Fig. 1: signal wires on met4
The bar under the picture is 20 um long. Supply wires on this layer in grey. Cells faint in the background.
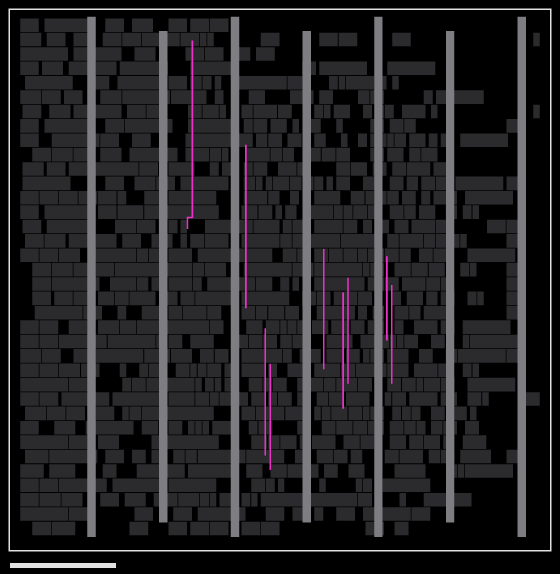
Fig. 2: congestion heat map
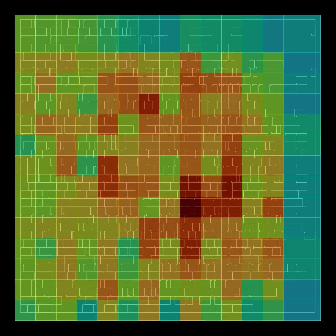
$ cat config.mk
export PLATFORM = sky130hd
export DESIGN_NAME = fetch_unit
export DESIGN_NICKNAME = d
export VERILOG_FILES = /design/src/rtl/cpu_pkg.sv /design/src/rtl/next_pc_logic.sv /design/src/rtl/fetch_unit.sv
export SDC_FILE = /design/constraint.sdc
export NUM_CORES = 1
export LEC_CHECK = 0
export ABC_CLOCK_PERIOD_IN_PS = 3700
export CORE_MARGIN = 1.5
export CORE_UTILIZATION = 45
export DETAILED_ROUTE_END_ITERATION = 6
export PLACE_DENSITY_LB_ADDON = 0.3
export SLEW_MARGIN = 20
export SYNTH_ARGS = -nofsm -noshare
export SYNTH_HDL_FRONTEND = slang
export SYNTH_SLANG_ARGS = --single-unit
$ cat constraint.sdc
create_clock -name CLK -period 3.7 [get_ports CLK]
set_input_delay 0.555 -clock CLK [delete_from_list [all_inputs] [get_ports CLK]]
set_output_delay 0.555 -clock CLK [all_outputs]
set_load 0.05 [all_outputs]
$ cat src/rtl/cpu_pkg.sv
// Shared CPU definitions: fetch FSM encoding, instruction fields, opcodes.
// Imported by the fetch stage and its next-PC helper.
package cpu_pkg;

    typedef enum logic [1:0] {
        IDLE  = 2'b00,
        FETCH = 2'b01,
        EXEC  = 2'b10
    } fetch_state_t;

    localparam int OPCODE_MSB = 31;
    localparam int OPCODE_LSB = 28;
    localparam int OFFSET_MSB = 7;
    localparam int OFFSET_LSB = 0;
    localparam int PC_INCR    = 4;

    localparam logic [3:0] OP_BRANZ     = 4'b1001;
    localparam logic [3:0] OP_BRAZ      = 4'b1010;
    localparam logic [3:0] OP_BRAUNCOND = 4'b1011;

    // Unconditional wins outright so unknown conditional flags are ignored.
    function automatic logic branch_taken(
        input logic braz,
        input logic branz,
        input logic braunc,
        input logic zero
    );
        if (braunc)
            return 1'b1;
        return (braz & zero) | (branz & ~zero);
    endfunction

endpackage

$ cat src/rtl/next_pc_logic.sv
// Combinational next-PC: sequential step plus optional word-scaled
// signed branch offset, all modulo 2^PC_WIDTH.
module next_pc_logic
    import cpu_pkg::*;
#(
    parameter int unsigned PC_WIDTH = 32
) (
    input  logic [PC_WIDTH-1:0] pc,
    input  logic [7:0]          offset,
    input  logic                braz,
    input  logic                branz,
    input  logic                braunc,
    input  logic                zero,
    output logic [PC_WIDTH-1:0] next_pc
);

    logic [PC_WIDTH-1:0] soff;
    logic [PC_WIDTH-1:0] step;
    logic                taken;

    assign soff    = PC_WIDTH'($signed(offset));
    assign taken   = branch_taken(braz, branz, braunc, zero);
    assign step    = taken ? (soff << 2) : '0;
    assign next_pc = pc + PC_WIDTH'(PC_INCR) + step;

endmodule

$ cat src/rtl/fetch_unit.sv
// Instruction fetch stage: PC register, busy-wait imem read, and a
// single execute slot that resolves branches from controlUnit.
module fetch_unit
    import cpu_pkg::*;
#(
    parameter int unsigned          PC_WIDTH = 32,
    parameter logic [PC_WIDTH-1:0]  RESET_PC = '0,
    parameter int unsigned          IMEM_AW  = 10
) (
    input  logic                CLK,
    input  logic                RESET,
    input  logic                BRAZ,
    input  logic                BRANZ,
    input  logic                BRAUNCOND,
    input  logic                ZERO,
    input  logic                STALL,
    input  logic [31:0]         IMEM_READDATA,
    input  logic                IMEM_BUSYWAIT,
    output logic                IMEM_READ,
    output logic [IMEM_AW-1:0]  IMEM_ADDR,
    output logic [31:0]         INSTRUCTION,
    output logic                INSTR_VALID,
    output logic [PC_WIDTH-1:0] PC
);

    fetch_state_t        state;
    logic [PC_WIDTH-1:0] next_pc;

    assign IMEM_ADDR = PC[IMEM_AW+1:2];

    next_pc_logic #(
        .PC_WIDTH (PC_WIDTH)
    ) u_next_pc (
        .pc      (PC),
        .offset  (INSTRUCTION[OFFSET_MSB:OFFSET_LSB]),
        .braz    (BRAZ),
        .branz   (BRANZ),
        .braunc  (BRAUNCOND),
        .zero    (ZERO),
        .next_pc (next_pc)
    );

    always_ff @(posedge CLK or posedge RESET) begin
        if (RESET) begin
            state       <= IDLE;
            PC          <= RESET_PC;
            INSTRUCTION <= '0;
            IMEM_READ   <= 1'b0;
            INSTR_VALID <= 1'b0;
        end else begin
            unique case (state)
                IDLE: begin
                    state     <= FETCH;
                    IMEM_READ <= 1'b1;
                end
                FETCH: begin
                    if (!IMEM_BUSYWAIT) begin
                        INSTRUCTION <= IMEM_READDATA;
                        state       <= EXEC;
                        IMEM_READ   <= 1'b0;
                        INSTR_VALID <= 1'b1;
                    end
                end
                EXEC: begin
                    // next_pc is only consumed here, so branch inputs
                    // are don't-care in every other cycle.
                    if (!STALL) begin
                        PC          <= next_pc;
                        state       <= FETCH;
                        IMEM_READ   <= 1'b1;
                        INSTR_VALID <= 1'b0;
                    end
                end
                default: begin
                    state       <= IDLE;
                    IMEM_READ   <= 1'b0;
                    INSTR_VALID <= 1'b0;
                end
            endcase
        end
    end

endmodule

==> results.tsv <==
stage	metric	value	unit
critical_path	Worst EP required	3930	ps
clocking	clk_lat worst skew	340	ps
critical_path	RR Endpoint	PC[31]	
synth	Synth area leader	dfrtp_1	
critical_path	crit-path cells	clkdlybuf4s15_1, nor2b_4, a211oi_2, buf_4, nand2b_4, buf_12, buf_4, xnor2_1, ha_1, and4_4, nand2_2, a2111o_1, o221a_4, o2111ai_2, a21oi_1, or3_1, xnor2_1	
synth	Main synth FF type	dfrtp_1	
clocking	Clock Path Buffers	2	
critical_path	critical path depth in cells	17	
clocking	# Post-CTS Setup Buffers	5	
synth	Yosys top cell by instances	dfrtp_1	
worst_hold_path	min-delay worst type	register to register	
synth	Cell area leaders	dfrtp_1 (37%), ha_1 (9.9%), mux2_2 (8.9%)	
timing	final hold violations	0	
placement	Placed Cells	747	
die	IO Pins	116	
synth	EDFF count, synth	0	
clocking	clock transition at the registers of the reported paths	80	ps
outcome	status	finished, final reports clean	
timing	endpoints failing setup	0	
synth	register area share after synthesis	36.8	%
critical_path	reg2reg setup slack	600	ps
layout	register area	1630	um^2
critical_path	Crit. End Element	register	
synth	Area leader share	36.8	%
die	DIE AREA	10400	um^2
critical_path	Critical path origin	ZERO	
die	Core Area	9640	um^2
timing	Fmax	0.283	GHz
clocking	number of H-tree levels	3	
synth	Yosys Chip Area	4420	um^2
global_route	largest net degree at the start of global routing	36	
routing	residual DRC count	0	
critical_path	crit start category	input port	
critical_path	CP delay by family, top	AND-OR/OR-AND gates	
routing	vias per cell	5.19	
timing	Worst Skew	7.93	ps
critical_path	crit path DAT	3760	ps
placement	DP Area	6170	um^2
layout	final net count	716	
layout	antenna cells	0	
placement	Detail Placement HPWL	8500	um
critical_path	Buf/Inv on CP	4	
layout	Layout area overhead	51.2	%
die	FP Rows	36	
placement	port bufs	113	
synth	post-synth cell types	57	
critical_path	critical path's slowest cell	a2111o_1	
timing	final hold slack	507	ps
layout	post-route cell area	6690	um^2
clocking	Sink Count	65	
layout	share of post-route cells with drive strength above 1	28.2	%
placement	Setup WS pre-CTS	-586	ps
timing	Slew headroom	57.4	%
die	Initial Utilization	45.9	%
routing	drt initial violations	175	
timing	Least-Margin Pin Slew	638	ps
timing	Tmin final	3530	ps
synth	Mapped Avg Cell Area	9.81	um^2
global_route	vias in the first global route	4100	
die	Die X	102	um
clocking	root buffer cell	clkbuf_8	
Back to the opening pictures, Fig. 1:
longest straight run = 33.3 um
nets with wire on the layer = 9
wire length on this layer = 208 um
main direction = vertical
final WL: 12000 um
via count: 4039

Back to the opening pictures, Fig. 2:
fin util: 69.4%
Wirelength per Cell: 15.4 um

-- state kept, by name, summed over array words and instances, names as in the netlist --
| signal | cells |
|---|---|
| INSTR_VALID | 1 |
| PC | 30 |
| INSTRUCTION | 32 |
| state | 2 |
-- placed cells by master (no fill, tap or decap), types with 3 or more instances in the layout --
cell type        count
clkdlybuf4s50_1    109
buf_4               89
dfrtp_1             65
nand2_1             37
xnor2_1             35
mux2_2              35
o21ai_0             30
ha_1                28
and2_1              25
a21oi_1             20
nor2_1              16
inv_1               11
a21o_1              10
clkbuf_8            10
nor3_1               7
nor2b_1              7
o21ai_1              6
nand3_1              6
o31ai_1              6
xor2_1               5
o21a_1               5
ha_4                 5
a211oi_2             3
o211ai_1             3
a21oi_2              3
nand2_2              3
nand2b_1             3
and3_1               3
dlymetal6s2s_1       3
-- area by class of cell --
type	count	area share, %
Timing Repair Buffer	205	27.9
Inverter	12	0.674
Sequential cell	65	24.3
Clock buffer	10	2.06
Tap cell	133	2.49
Multi-Input combinational cell	347	41.6
Clock inverter	6	0.992
-- metal layers --
layer	part of all wire (%)	global-route usage (%)
met5	0	0
met1	41	27.9
met2	50	39.2
met4	1.7	5.90
met3	6.8	7.05
-- cells by family (layout without fill, tap and decap cells) --
| kind of cell | after synthesis | in the layout | synth area share, % |
|---|---|---|---|
| buffers and inverters | 40 | 233 | 4.69 |
| XOR/XNOR | 42 | 42 | 8.31 |
| AND-OR/OR-AND | 108 | 108 | 16.4 |
| adder cells (fa/ha/maj) | 36 | 36 | 10.4 |
| other | 1 | 2 | 0.0848 |
| AND/OR/NAND/NOR | 124 | 124 | 14.5 |
| flip-flops | 65 | 65 | 36.8 |
| multiplexers | 35 | 35 | 8.91 |
